Design id_stage_p, sky130hd; sources not shown.
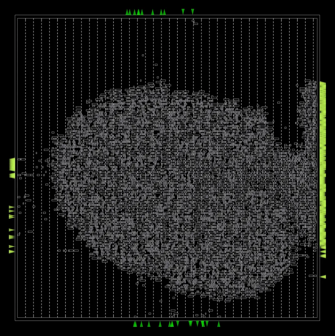
Fig. 1. Cell placement.
Final Util: 0.320
registers: 1185

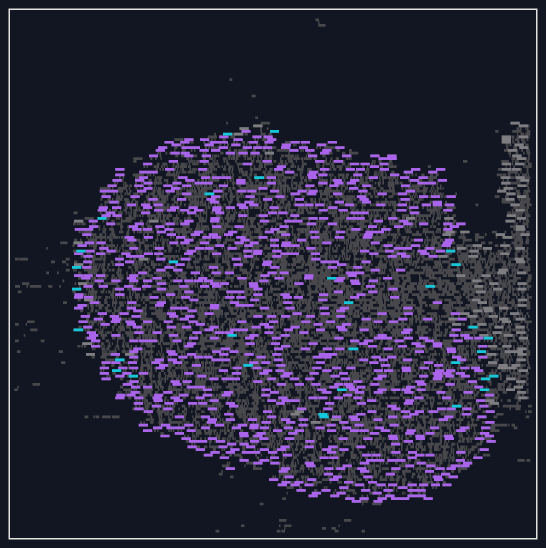
Fig. 2. Where the registers sit.
Scale: 1 px per micron. Other sequential cells in the stronger gray, the rest of the logic in the fainter gray.
| netlist name | color | flops |
|---|---|---|
| b_o | cyan | 32 |
| regs | purple | 1024 |
not colored: 129
sequential cell area share: 0.347
power in sequential cells: 36400 uW
area taken by flip-flops and latches: 29700 sq um

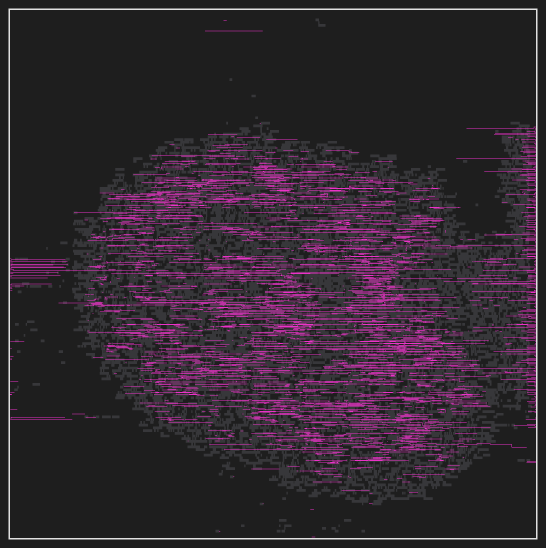
Fig. 3. Signal wires on met3.
Scale: 1 px per micron.
wire length on this layer: 36.8 mm
main direction: horizontal
share of all routed wire: 12%
final routed wirelength across all metal layers: 301000 microns
DR vias: 68.6k
met3 usage: 0.0529

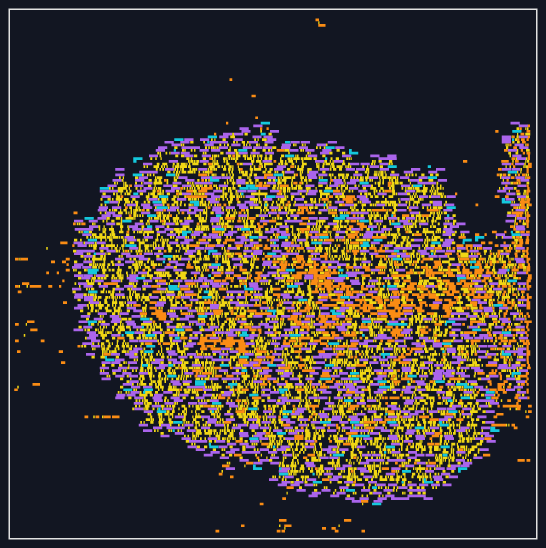
Fig. 4. Placement by cell class.
Scale: 1 px per micron.
| class | color | cells |
|---|---|---|
| sequential cells | purple | 1185 |
| remaining buffers and delay cells | orange | 1180 |
| clock drivers and dummy loads | cyan | 246 |
| combinational and other logic | yellow | 7156 |
Core Footprint: 267000 sq um
# rows: 190
final std cell area, no fill: 85600 sq um

==> Flow_metrics.wiki <==
== Flow metrics ==
{| class="wikitable"
! Metric !! Value
|-
| Hold slack final || roughly 57 ps
|-
| Antenna violations before repair || 10
|-
| Mean instance size in the synthesized netlist || ~7.0 sq um
|-
| Setup violations, final || 173
|-
| Number of distinct standard cells referenced by the synthesized netlist || 32
|-
| Via/cell ratio || 5.15
|-
| Critical Path RT || 2480 ps
|-
| Stages on worst setup path || 11
|-
| Leakage power || around 0.040 uW
|-
| Number of I/O pins || 275
|-
| Top-area cell share || 0.464
|-
| Most used routing layer || met2
|-
| Clock H-tree levels || 4
|-
| IR Drop Worst-Case VDD || between 1 and 1.5 mV
|-
| Die Footprint || 278000 sq um
|-
| Logic family by area || simple AND/OR/NAND/NOR gates
|-
| Total of buffers placed on input and output ports || 274
|-
| Drt wl/cell || approximately 23 microns
|-
| AND/OR/NAND/NOR Cells, Area Fraction || 0.380
|-
| Relative slew margins || 0.500
|-
| Number of buffers on the longest clock path || 3
|-
| Synth cell count leaders || 3743 x sky130_fd_sc_hd__nand2_1, 1756 x sky130_fd_sc_hd__nand3_1, 1185 x sky130_fd_sc_hd__dfrtp_1, 841 x sky130_fd_sc_hd__o21ai_0, 458 x sky130_fd_sc_hd__clkbuf_1
|-
| Total design power || ~91000 uW
|-
| Synth Warn # || 0
|-
| Area leader, netlist || sky130_fd_sc_hd__dfrtp_1
|-
| Internal power consumption || 59400 uW
|-
| Count of pins over their slew limit || 0
|-
| Share of total power in combinational logic || 0.286
|-
| Filler Cells Inserted || 28.3k
|-
| Post-layout period usage of the worst path || 1.37
|-
| CTS tree || yes
|-
| Weighted congestion at the end of routability-driven global placement || 0.917
|-
| Most numerous cell in the Yosys netlist || sky130_fd_sc_hd__nand2_1
|-
| Clock power share || 0.316
|-
| Worst Setup Slack, final || -658 ps
|-
| FMAX || 0.407 GHz
|-
| Post-synthesis instance area || between 60000 and 70000 sq um
|-
| Fraction of synthesis flops using an asynchronous set or reset pin || 1.00
|-
| Cell Count, Final, Fillers Out || ~13k
|-
| Yosys cell count || between 9k and 10k
|-
| Number of cells after detailed placement || 12.9k
|-
| Estimated wirelength of the detail-placed design || about 190000 microns
|-
| Crit end category || flip-flop
|-
| Violated checks || setup timing
|-
| Cells taking the most area after synthesis || sky130_fd_sc_hd__dfrtp_1 46%, sky130_fd_sc_hd__nand2_1 22%, sky130_fd_sc_hd__nand3_1 14%
|-
| Status || complete, but fails checks
|-
| GRT Resource Usage Total || 0.205
|-
| MI comb area || 31100 sq um
|-
| Router iterations before antenna repair || 8
|-
| Fin nets || 9772
|}
[cell type report]
| type | count | share of cell area |
|---|---|---|
| multi-input cells | 6935 | 0.363 |
| well taps | 3552 | 0.0519 |
| inverters | 221 | 0.0101 |
| clock inverters | 51 | 0.00664 |
| flip-flops and latches | 1185 | 0.347 |
| repair buffers | 1180 | 0.175 |
| clock buffers | 195 | 0.0466 |
| diodes | 4 | 0.000117 |
[metal layers]
layer  wire length, microns  part of all wire
met1                 122000              0.41
met2                 129000              0.43
met5                     34           0.00011
met4                  13700             0.046
met3                  36800              0.12
[what timing repair did]
action,4_1_cts,5_1_grt
gates resized,1006,201
hold endpoints to repair,1029,0
cloned,20,29
setup buffers,74,30
pin swaps,85,80
hold buffers,1,0
endpoints found under the setup margin,306,321
Power is estimated from default activity; no workload was simulated.
